<file path="config.mk">
export PLATFORM = sky130hd
export DESIGN_NAME = dma_io_device
export DESIGN_NICKNAME = d
export VERILOG_FILES = /design/src/rtl/dma_io_device.sv
export SDC_FILE = /design/constraint.sdc
export NUM_CORES = 1
export LEC_CHECK = 0
export ABC_AREA = 1
export CORE_UTILIZATION = 54
export DETAILED_ROUTE_END_ITERATION = 10
export GPL_TIMING_DRIVEN = 1
export PLACE_DENSITY = 0.93
export SKIP_CTS_REPAIR_TIMING = 1
export SLEW_MARGIN = 20
export SYNTH_ARGS = -nofsm -noshare
export SYNTH_HDL_FRONTEND = slang
export SYNTH_SLANG_ARGS = --single-unit
</file>
<file path="constraint.sdc">
create_clock -name CLK -period 5.1 [get_ports CLK]
set_clock_uncertainty 0.2 [all_clocks]
set_input_delay 0.765 -clock CLK [delete_from_list [all_inputs] [get_ports CLK]]
set_output_delay 0.765 -clock CLK [all_outputs]
set_load 0.005 [all_outputs]
</file>
<file path="src/rtl/dma_io_device.sv">
// Device end of a DMAC DREQ/DACK cycle-steal handshake: byte FIFO, RDY wait states, EOP termination.
// Build option DMA_IO_DEV_XFER_CNT_EN implements the XFER_CNT counter; otherwise XFER_CNT reads 0.
module dma_io_device #(
    parameter int DEPTH       = 4,
    parameter int WAIT_STATES = 0
) (
    input  logic        CLK,
    input  logic        RST,
    input  logic        EN,
    input  logic        MODE,
    input  logic        DACK,
    input  logic        IOW,
    input  logic        IOR,
    input  logic        EOP,
    input  logic [7:0]  Data_in,
    output logic        DREQ,
    output logic        RDY,
    output logic [7:0]  Data_out,
    input  logic        L_POP,
    input  logic        L_PUSH,
    input  logic [7:0]  L_DIN,
    output logic [7:0]  L_DATA,
    output logic        L_VALID,
    output logic        L_FULL,
    output logic        DONE,
    output logic        ERR,
    output logic [15:0] XFER_CNT
);
    localparam int AW = (DEPTH > 1) ? $clog2(DEPTH) : 1;
    localparam int CW = AW + 1;

    typedef enum logic [2:0] {S_IDLE, S_REQ, S_WAIT, S_RELEASE, S_TERM} state_t;

    state_t        state_q, state_d;
    logic          mode_q, mode_d;
    logic [3:0]    wcnt_q, wcnt_d;
    logic          eop_pend_q, eop_pend_d;
    logic          dreq_q, dreq_d;
    logic          rdy_q, rdy_d;
    logic          done_q, done_d;
    logic          err_q, err_d;
    logic [AW-1:0] wr_ptr_q, wr_ptr_d, rd_ptr_q, rd_ptr_d;
    logic [CW-1:0] count_q, count_d;
    logic          l_valid_q, l_valid_d, l_full_q, l_full_d;
    logic [7:0]    mem_q [DEPTH];

    logic          eff_mode, strobe, empty, full, reqok;
    logic          bus_xfer, push, pop;
    logic [7:0]    push_data;

    // In IDLE the MODE pin is live (it is being latched), elsewhere the latched copy rules.
    always_comb begin
        eff_mode = (state_q == S_IDLE) ? MODE : mode_q;
        strobe   = DACK && (eff_mode ? IOR : IOW);
        empty    = (count_q == '0);
        full     = (count_q == CW'(DEPTH));
        reqok    = eff_mode ? !empty : !full;
    end

    always_comb begin
        state_d    = state_q;
        mode_d     = mode_q;
        wcnt_d     = wcnt_q;
        eop_pend_d = eop_pend_q;
        err_d      = err_q;
        bus_xfer   = 1'b0;
        case (state_q)
            S_IDLE: begin
                mode_d = MODE;
                if (EOP)        state_d = S_TERM;
                else if (reqok) state_d = S_REQ;
            end
            S_REQ: begin
                if (EOP) begin
                    state_d = S_TERM;
                end else if (strobe) begin
                    if (WAIT_STATES == 0) begin
                        bus_xfer = 1'b1;
                        state_d  = S_RELEASE;
                    end else begin
                        wcnt_d  = 4'(WAIT_STATES);
                        state_d = S_WAIT;
                    end
                end
            end
            S_WAIT: begin
                if (EOP) eop_pend_d = 1'b1;
                if (!DACK) begin
                    state_d = (EOP || eop_pend_q) ? S_TERM : S_REQ;
                end else begin
                    if (wcnt_q != 4'd0) wcnt_d = wcnt_q - 4'd1;
                    // The strobe that lands as the counter reaches zero completes the transfer.
                    if ((wcnt_q <= 4'd1) && strobe) begin
                        bus_xfer = 1'b1;
                        state_d  = (EOP || eop_pend_q) ? S_TERM : S_RELEASE;
                    end
                end
            end
            S_RELEASE: begin
                if (EOP)        state_d = S_TERM;
                else if (reqok) state_d = S_REQ;
                else            state_d = S_IDLE;
            end
            S_TERM:  state_d = S_TERM;
            default: state_d = S_IDLE;
        endcase
        if (strobe && ((state_q == S_IDLE) || (state_q == S_RELEASE) || (state_q == S_TERM)))
            err_d = 1'b1;
        if (!EN) begin
            state_d  = S_IDLE;
            bus_xfer = 1'b0;
        end
        if (state_d != S_WAIT) eop_pend_d = 1'b0;
        dreq_d = (state_d == S_REQ) || (state_d == S_WAIT);
        rdy_d  = !((state_d == S_WAIT) && (wcnt_d != 4'd0));
        done_d = (state_d == S_TERM);
    end

    // Bus side and local side act on opposite FIFO ends, so both may fire in one cycle.
    always_comb begin
        push      = 1'b0;
        pop       = 1'b0;
        push_data = Data_in;
        if (bus_xfer) begin
            if (mode_q) pop = 1'b1;
            else        push = 1'b1;
        end
        if (eff_mode) begin
            if (L_PUSH && !full) begin
                push      = 1'b1;
                push_data = L_DIN;
            end
        end else if (L_POP && !empty) begin
            pop = 1'b1;
        end
        wr_ptr_d  = push ? wr_ptr_q + AW'(1) : wr_ptr_q;
        rd_ptr_d  = pop  ? rd_ptr_q + AW'(1) : rd_ptr_q;
        count_d   = count_q + CW'(push) - CW'(pop);
        l_valid_d = (count_d != '0);
        l_full_d  = (count_d == CW'(DEPTH));
    end

    always_ff @(posedge CLK) begin
        if (RST) begin
            state_q    <= S_IDLE;
            mode_q     <= 1'b0;
            wcnt_q     <= 4'd0;
            eop_pend_q <= 1'b0;
            dreq_q     <= 1'b0;
            rdy_q      <= 1'b1;
            done_q     <= 1'b0;
            err_q      <= 1'b0;
            wr_ptr_q   <= '0;
            rd_ptr_q   <= '0;
            count_q    <= '0;
            l_valid_q  <= 1'b0;
            l_full_q   <= 1'b0;
        end else begin
            state_q    <= state_d;
            mode_q     <= mode_d;
            wcnt_q     <= wcnt_d;
            eop_pend_q <= eop_pend_d;
            dreq_q     <= dreq_d;
            rdy_q      <= rdy_d;
            done_q     <= done_d;
            err_q      <= err_d;
            wr_ptr_q   <= wr_ptr_d;
            rd_ptr_q   <= rd_ptr_d;
            count_q    <= count_d;
            l_valid_q  <= l_valid_d;
            l_full_q   <= l_full_d;
        end
    end

    always_ff @(posedge CLK) begin
        if (push) mem_q[wr_ptr_q] <= push_data;
    end

`ifdef DMA_IO_DEV_XFER_CNT_EN
    logic [15:0] xfer_cnt_q, xfer_cnt_d;

    always_comb xfer_cnt_d = bus_xfer ? xfer_cnt_q + 16'd1 : xfer_cnt_q;

    always_ff @(posedge CLK) begin
        if (RST) xfer_cnt_q <= 16'h0000;
        else     xfer_cnt_q <= xfer_cnt_d;
    end

    assign XFER_CNT = xfer_cnt_q;
`else
    assign XFER_CNT = 16'h0000;
`endif

    assign DREQ     = dreq_q;
    assign RDY      = rdy_q;
    assign DONE     = done_q;
    assign ERR      = err_q;
    assign L_VALID  = l_valid_q;
    assign L_FULL   = l_full_q;
    assign L_DATA   = mem_q[rd_ptr_q];
    assign Data_out = (DACK && IOR && eff_mode) ? mem_q[rd_ptr_q] : 8'h00;

endmodule

</file>
==> run_1/flops_by_reg.png <==
(4 px per µm) Other sequential cells in the stronger grey, the rest of the logic in the fainter grey.
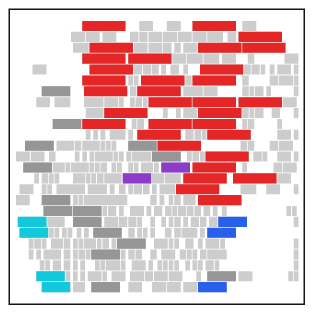
[`wcnt_q`] cyan | flops: 4 | where: bottom left
[`state_q`] blue | flops: 3
[`mem_q`] red | flops: 32
[`rd_ptr_q`] purple | flops: 2
not coloured: 15

==> run_1/io_fan.png <==
(6 px per µm)
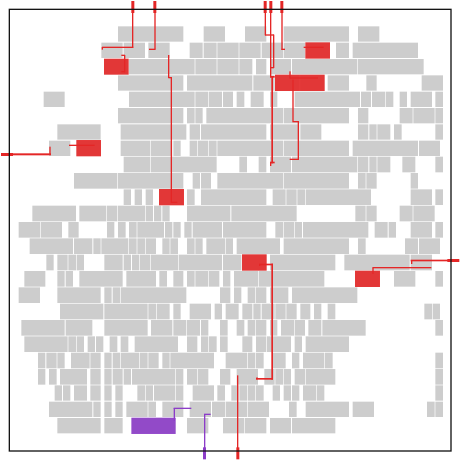
[`DONE`] purple | bits: 1 | direction: output | end cells: 1 | wire: 11.3 µm
[`Data_in`] red | bits: 8 | direction: input | end cells: 8 | wire: 182 µm

==> run notes, run 1 <==
yosys + openroad results -> status completed, WP depth 12, Syn. warnings 0, # setup viols final 0, Cells after Synth 294, syn avg cell area just over 9 µm², clock tree buffer depth 2, flop2flop setup slack approximately 2 ns, largest net degree at the start of global routing 18, vias in the first global route roughly 2,000, Mapped Area approximately 2800 µm², CP Cell Sequence clkdlybuf4s50_1 > nand3_1 > nand2_1 > nand3b_2 > nand2_2 > inv_2 > ha_1 > inv_1 > ha_1 > fa_1 > o21ai_0 > nand2_1, Buf+Inv Stages, Crit Path 3, Critical R2R Capture L_VALID, Yosys chip area 2750 µm², drt pass-1 iters 4, Ant. Diodes 0, HPWL after DPL around 4000 µm, Num Clock Sinks approximately 56, Vias/cell about 5.2, DR iter-0 viols roughly 170, Netlist cell types 33, P_leak roughly 1.4 nW, EDFF count, synth 32, M3 GR Usage 0.0466, Clock Power Share 0.247, Reg2Reg Launch Point state_q[0], cell internal pwr 823 µW, Crit-path slowest cell clkdlybuf4s50_1, Slew Viols, Final 0, startpoint types primary input, num rows 25, critical setup path kind in -> reg, FFs w/ async S/R, synth 0, Hold Crit Start ERR, Worst Setup SP MODE, worst rel slew slack 0.443, die height approximately 73 µm, fin crit share 0.674, Yosys Instances between 200 and 300, CTS clk-pin slew, worst paths roughly 0.09 ns, antenna viol nets, final 0, Dominant Register Cell edfxtp_1, remaining global-route overflow 0, Critical Path Max Stage Delay 0.50 ns, Hold Path End ERR, tool warnings 30, H-tree Lvls 2, sw power 345 µW, sw frac 0.296, Placed Cells just over 400, dominant logic cell types in the final layout clkdlybuf4s50_1, nor2_1, inv_1, nand2_1, edfxtp_1, Top Layer Used met4, Root Buffer clkbuf_8, setup_tns 0 ns, Die Span X ~73 µm, design area between 3000 and 4000 µm², Total Routing Usage GR 0.231, met1 Use GR 0.288, first-pass GRT wire length around 9000 µm, Most Crowded Layer GR met2, Seq share, synth 0.524, CP max FO 11, WL per Instance about 14 µm, post-route insts no fill 411, Min Clock Period, post-route approximately 3.4 ns, Hold Crit Depth 2, DR vias 2,117, Final Hold Fails 0
==> run_1/placement_by_type.png <==
(4 px per µm)
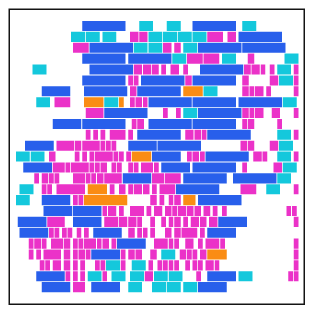
[combinational and other logic] magenta | cells: 233 | share of their area: 38%
[other buffers and delay cells] cyan | cells: 47 | share of their area: 14%
[clock drivers and dummy loads] orange | cells: 8 | share of their area: 3.4%
[flops] blue | cells: 56 | share of their area: 44%

==> run 1: area by class of cell <==
| cell class | instances | area [µm²] |
|---|---|---|
| sequential | 56 | 1440 |
| clock buffer | 5 | 68.8 |
| multi-input combinational | 194 | 1080 |
| inverter | 39 | 146 |
| tap | 67 | 83.8 |
| fill | 355 | 1490 |
| timing repair buffer | 47 | 470 |
| clock inverter | 3 | 42.5 |
==> run 1: power groups by stage <==
stage / clock, mW / combinational [mW] / sequential, mW
6_report: 0.289 / 0.322 / 0.558
5_1_grt: 0.314 / 0.359 / 0.560
4_1_cts: 0.292 / 0.322 / 0.557
3_5_place_dp: 0 / 0.314 / 0.565
3_3_place_gp: 0 / 0.303 / 0.563
2_1_floorplan: 0 / 0.205 / 0.555
==> run 1: flip-flops by register name, summed over array words and instances, names as in the netlist, named ones only <==
| signal | cells |
|---|---|
| wr_ptr_q | 2 |
| ERR | 1 |
| mode_q | 1 |
| eop_pend_q | 1 |
| rd_ptr_q | 2 |
| state_q | 3 |
| L_FULL | 1 |
| mem_q | 32 |
| DREQ | 1 |
| count_q | 3 |
| RDY | 1 |
| wcnt_q | 4 |
| DONE | 1 |
| L_VALID | 1 |
==> run 1: through the flow <==
step / power, mW / hold WS, ns
detailed placement: 0.879 / 0.273
finish: 1.17 / 0.298
floorplan: 0.759 / 0.260
CTS: 1.17 / 0.295
global route: 1.23 / 0.348
global placement: 0.866 / 0.260
==> run 1: kinds of logic after synthesis <==
kind of cell,synth area share
other cells,0.00136
mux,0.0328
simple gates,0.205
fa+ha+maj,0.0437
buf+inv,0.105
flops,0.524
xor+xnor,0.0159
compound gates,0.0723
==> run_1/placement.png <==
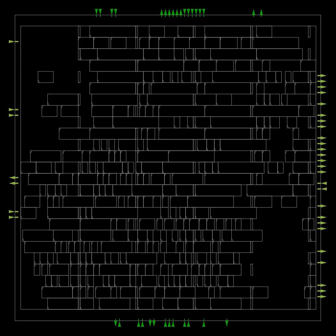

==> run 2, diff against run 1 <==
--- a/config.mk
+++ b/config.mk
@@ -6,10 +6,10 @@
 export NUM_CORES = 1
 export LEC_CHECK = 0
 export ABC_AREA = 1
-export CORE_UTILIZATION = 54
+export CORE_UTILIZATION = 45
 export DETAILED_ROUTE_END_ITERATION = 10
 export GPL_TIMING_DRIVEN = 1
-export PLACE_DENSITY = 0.93
+export PLACE_DENSITY = 0.84
 export SKIP_CTS_REPAIR_TIMING = 1
 export SLEW_MARGIN = 20
 export SYNTH_ARGS = -nofsm -noshare
==> constraint.sdc (replaced) <==
create_clock -name CLK -period 3.1 [get_ports CLK]
set_clock_uncertainty 0.2 [all_clocks]
set_input_delay 0.465 -clock CLK [delete_from_list [all_inputs] [get_ports CLK]]
set_output_delay 0.465 -clock CLK [all_outputs]
set_load 0.005 [all_outputs]
==> run_2/placement.png <==
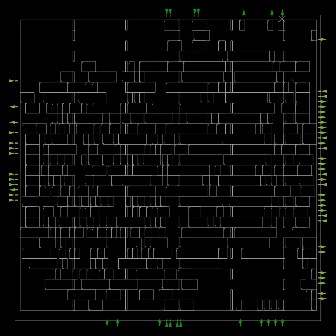
Flops: 56
Core Util, Final: 0.579
tap cells: 75
Core ar.: 5920 µm²

==> run 2 against run 1 <==
  * The run now ends with DRC left
  * Wire length shrank 12%
  * Utilization decreased by 11 points
  * Design area up 3.0%
  * Synthesized cell count unchanged
  * Clock-buffer cell count unchanged
  * Hold slack lost 0.0044 ns
  * First-iteration DRC count fell by 55%
  * Non-clock buffer count up 14
  * Power increased by 59%
  * Critical path depth rose by 5
  * Combinational power is 76% higher
  * Synthesized area is the same
==> run notes, run 2 <==
yosys + openroad results -> Yosys chip area ~2800 µm², syn avg cell area 9.35 µm², number of fill cells in the layout approximately 530, remaining global-route overflow 0, Syn. warnings 0, Hold Crit Depth 2, Final Hold Fails 0, # setup viols final 0, Die Span X between 80 and 90 µm, fin crit share 0.914, CTS clk-pin slew, worst paths roughly 0.10 ns, Seq share, synth 0.524, DR vias between 2,000 and 2,500, Vias/cell between 4 and 5, P_leak 1.44 nW, Reg2Reg Launch Point state_q[0], Clock Power Share 0.211, num rows 28, FFs w/ async S/R, synth 0, Complex Gates by Area 0.0723, status finished, violations left, failing checks DRC, area fraction in and, or, nand and nor cells 0.205, Crit-path slowest cell clkdlybuf4s50_1, sw power 563 µW, biggest regs mem_q: 32 flops, wcnt_q: 4 flops, critical setup path kind in -> reg, Yosys Instances a little under 300, Final Power around 1.9 mW, Ant. Diodes 0, Cells after Synth ~300, M3 GR Usage 0.0341, xor/xnor share 0.0159, Reg with most FFs mem_q, Critical R2R Capture L_FULL, antenna viol nets, final 0, Most Crowded Layer GR met2, first-pass GRT wire length roughly 8000 µm, Buf+Inv Stages, Crit Path 4, clock tree buffer depth 2, WL per Instance roughly 12 µm, # DRC 1, Hold Path End ERR, Slew Viols, Final 0, startpoint types primary input, Total Routing Usage GR 0.166, tool warnings 30, drt pass-1 iters 7, Logic family by area simple AND/OR/NAND/NOR gates, vias in the first global route 1,845, post-route insts no fill roughly 430, Num Clock Sinks about 56, Dominant Register Cell edfxtp_1, CP Cell Sequence clkdlybuf4s50_1 > nand2_1 > inv_1 > nand3_1 > nand2_2 > nand2_1 > nand2_2 > nand3_2 > nand2_2 > inv_2 > ha_1 > inv_1 > ha_1 > fa_1 > xor2_1 > nand2_1 > nor3_2, cell internal pwr around 1.3 mW, sw frac 0.302, dominant logic cell types in the final layout clkdlybuf4s50_1, nor2_1, inv_1, nand2_1, edfxtp_1, max FFs per register 32, met1 Use GR 0.180, EDFF count, synth 32, flop2flop setup slack 0.33 ns, Placed Cells 425
## run 2: final cells by class
cell class                 count  area (µm²)  area share
sequential                    56        1440       0.420
multi-input combinational    194        1080       0.315
timing repair buffer          61         576       0.168
inverter                      39         146      0.0427
tap                           75        93.8      0.0274
clock buffer                   5        68.8      0.0201
clock inverter                 3        23.8     0.00693
## run 2: tightest hold or removal path: stages (launching register included)
cell and delay, ns:
dfxtp_1 0.34, a21oi_1 0.04, nor2_1 0.08
## run 2: per-stage QoR
step / setup WS (ns) / area (µm²) / TNS (ns) / hold WS (ns)
after CTS: 0.227 / 3430 / 0 / 0.295
after global placement: 0.0304 / 3330 / 0 / 0.264
final: 0.265 / 3430 / 0 / 0.294
after floorplan: 0.481 / 2810 / 0 / 0.260
after detailed placement: -0.114 / 3330 / -0.241 / 0.271
after global routing: 0.000991 / 3430 / 0 / 0.331
## run 2: how the worst max path moves through the flow
stage	slack [ns]	startpoint	depth (start not counted)	to
detailed placement	-0.11	MODE	16	L_VALID
global placement	0.03	DACK	17	L_FULL
CTS	0.23	MODE	16	L_VALID
floorplan	0.48	state_q[0]	16	L_VALID
finish	0.27	DACK	17	L_FULL
global route	0.001	MODE	17	L_FULL
## run 2: cell families (layout without fill, tap and decap cells)
group	Yosys count	in the layout
and+or+nand+nor	120	120
muxes	8	8
other	1	16
buffers and inverters	59	108
AOI/OAI and AO/OA	36	36
xor gates and xnor gates	5	5
adders and majority gates	9	9
DFF	56	56
## run 2: power groups by stage
stage	clock, mW	combinational, mW	sequential [mW]
finish	0.394	0.568	0.902
global route	0.434	0.642	0.911
CTS	0.395	0.560	0.901
detailed placement	0	0.559	0.917
global placement	0	0.537	0.916
floorplan	0	0.337	0.912
==> run 3, diff against run 2 <==
--- a/config.mk
+++ b/config.mk
@@ -10,7 +10,6 @@
 export DETAILED_ROUTE_END_ITERATION = 10
 export GPL_TIMING_DRIVEN = 1
 export PLACE_DENSITY = 0.84
-export SKIP_CTS_REPAIR_TIMING = 1
 export SLEW_MARGIN = 20
 export SYNTH_ARGS = -nofsm -noshare
 export SYNTH_HDL_FRONTEND = slang
==> run_3/flops_by_reg.png <==
(3 px per µm) Other sequential cells in the stronger grey, the rest of the logic in the fainter grey.
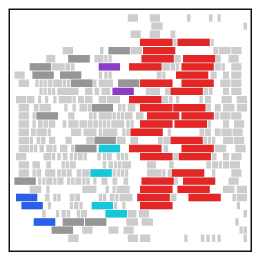
[`mem_q`] red | flops: 32
[`wcnt_q`] cyan | flops: 4 | where: bottom middle
[`rd_ptr_q`] purple | flops: 2
[`state_q`] blue | flops: 3
not coloured: 15

==> run 3 against run 2 <==
  * The run still ends with DRC left
  * Highest routed layer unchanged
  * Register-to-register slack barely moved
  * Via count is the same
  * Global-route usage unchanged
  * Utilization did not move
  * Sequential cell count stayed put
  * Sequential share of layout area unchanged
  * First-iteration DRC count is the same
==> run notes, run 3 <==
yosys + openroad results -> status finished, violations left, failing checks DRC, vias in the first global route around 1,800, Slew Viols, Final 0, IO Port Bufs about 47, Hold Crit Start ERR, mi-comb count between 150 and 200, DR vias 2,081, design area roughly 3400 µm², Cells after Synth about 290, H-tree Lvls 2, CP max FO 3, Yosys Instances just under 300, Hold Path End ERR, num rows 28, Comb area share 0.315, Final Hold Fails 0, Ant. Diodes 0, Arr. time, crit path between 2 and 3 ns, Most Crowded Layer GR met2, buffer share of cell area 0.168, Yosys chip area roughly 2800 µm², r2r worst-path depth 17, flop2flop setup slack 0.33 ns, logic gate share of total power 0.305, FFs w/ async S/R, synth 0, antenna viol nets, final 0, Critical R2R Capture L_FULL, max cap viols 0, P_leak around 1.4 nW, Top-area cell share 0.349, EDFF count, synth 32, Die Span X approximately 80 µm, Logic area 1080 µm², Top Layer Used met4, tap cells roughly 75, sw frac 0.302, Reg2Reg Launch Point state_q[0], startpoint types primary input, met1 Use GR 0.180, remaining global-route overflow 0, Place WS -0.114 ns, initial antenna violation count 0, Seq share, synth 0.524, HPWL after DPL 3680 µm, max FFs per register 32, # Post-CTS Setup Buffers 0, layout cells sized above 1 0.137, ys flops about 56, PD cells about 540 nW/µm², dpl cell area between 3000 and 4000 µm², Num Clock Sinks 56, CTS clk-pin slew, worst paths roughly 0.10 ns, Min Clock Period, post-route between 2 and 3 ns, Clock Power Share 0.211, Syn. warnings 0, fin crit share 0.914, Hold Path Class reg -> reg, # DRC 1, Commonest cells post-synth nor2_1, inv_1, edfxtp_1, nand2_1, dfxtp_1, biggest regs mem_q: 32 flops, wcnt_q: 4 flops, largest net degree at the start of global routing 19, Non-clock inverters 39, Post-Route WL about 5000 µm, clk ins delay skew pair between 0.3 and 0.4 ns, final setup margin roughly 0.27 ns, drt pass-1 iters 7, Hold Crit Depth 2, DR iter-0 viols around 75, post-route insts no fill between 400 and 500, sequential fraction of design power 0.484, floorplan core density 0.464, clk cell area share 0.0270, Placed Cells about 430, CP Cell Sequence clkdlybuf4s50_1 > nand2_1 > inv_1 > nand3_1 > nand2_2 > nand2_1 > nand2_2 > nand3_2 > nand2_2 > inv_2 > ha_1 > inv_1 > ha_1 > fa_1 > xor2_1 > nand2_1 > nor3_2, Core Util, Final 0.579, Core ar. 5920 µm², Reg with most FFs mem_q, tool warnings 30, Yosys top cell by area edfxtp_1, setup_tns 0 ns, Mapped Area 2750 µm², Layout Nets a little under 400, Clock Buffer Count 5, register area 1440 µm², number of fill cells in the layout 532, nonclk buf count about 61, sw power between 500 and 600 µW, dominant logic cell types in the final layout clkdlybuf4s50_1, nor2_1, inv_1, nand2_1, edfxtp_1, syn avg cell area 9.35 µm², Critical Path Max Stage Delay about 0.50 ns, Seq/total area 0.420, cell internal pwr between 1 and 1.5 mW, Flops roughly 56, die height between 80 and 90 µm, # setup viols final 0, Netlist cell types 33, Vias/cell a little under 5, Total Routing Usage GR 0.166, Dominant Register Cell edfxtp_1, top-count cell post-synth nor2_1, Crit-path slowest cell clkdlybuf4s50_1, WL per Instance around 12 µm, Cell area leaders edfxtp_1, dfxtp_1, nor2_1, Root Buffer clkbuf_8, top cell category flip-flops and latches, Buf+Inv Stages, Crit Path 4, critical setup path kind in -> reg, clock tree buffer depth 2, met2 Track Usage GR 0.317, Met1 Routed Length about 2100 µm, CP Capture Type flop, M3 GR Usage 0.0341, maximum vdd drop ~0.46 mV, first-pass GRT wire length between 7000 and 8000 µm, highest-count logic cell in the final layout clkdlybuf4s50_1
run 3: cell counts after synthesis:
Identical to the previous run, type by type.
run 3: repair_timing:
action                                  in CTS  in global routing
endpoints found under the setup margin       0                  2
hold buffers                                 0                  0
resized                                      0                  2
run 3: how the worst max path moves through the flow:
stage	endpoint	start	cells past startpoint	slack, ns
floorplan	L_VALID	state_q[0]	16	0.48
global placement	L_FULL	DACK	17	0.03
detailed placement	L_VALID	MODE	16	-0.11
CTS	L_VALID	MODE	16	0.23
global route	L_FULL	MODE	17	0.001
finish	L_FULL	DACK	17	0.27
run 3: cells by family (layout without fill, tap and decap cells):
group | after synthesis | after routing | synth area share
DFF | 56 | 56 | 0.524
xor gates and xnor gates | 5 | 5 | 0.0159
and+or+nand+nor | 120 | 120 | 0.205
buffers and inverters | 59 | 108 | 0.105
muxes | 8 | 8 | 0.0328
adders and majority gates | 9 | 9 | 0.0437
other | 1 | 16 | 0.00136
AOI/OAI and AO/OA | 36 | 36 | 0.0723
run 3: tightest hold or removal path, delay by kind of cell (launching register included):
kind	cells	cell delay, ns
flip-flops	1	0.34
AND/OR/NAND/NOR	1	0.08
AND-OR/OR-AND	1	0.04
run 3: stage by stage:
| stage | power, mW | hold slack, ns |
|---|---|---|
| after floorplan | 1.25 | 0.260 |
| final | 1.86 | 0.294 |
| after global routing | 1.99 | 0.331 |
| after global placement | 1.45 | 0.264 |
| after CTS | 1.86 | 0.295 |
| after detailed placement | 1.48 | 0.271 |
run 3: power by group through the flow:
stage / Clock (mW) / Sequential [mW] / Combinational (mW)
4_1_cts: 0.395 / 0.901 / 0.560
6_report: 0.394 / 0.902 / 0.568
3_3_place_gp: 0 / 0.916 / 0.537
2_1_floorplan: 0 / 0.912 / 0.337
5_1_grt: 0.434 / 0.911 / 0.642
3_5_place_dp: 0 / 0.917 / 0.559
Power and IR drop assume default switching activity.
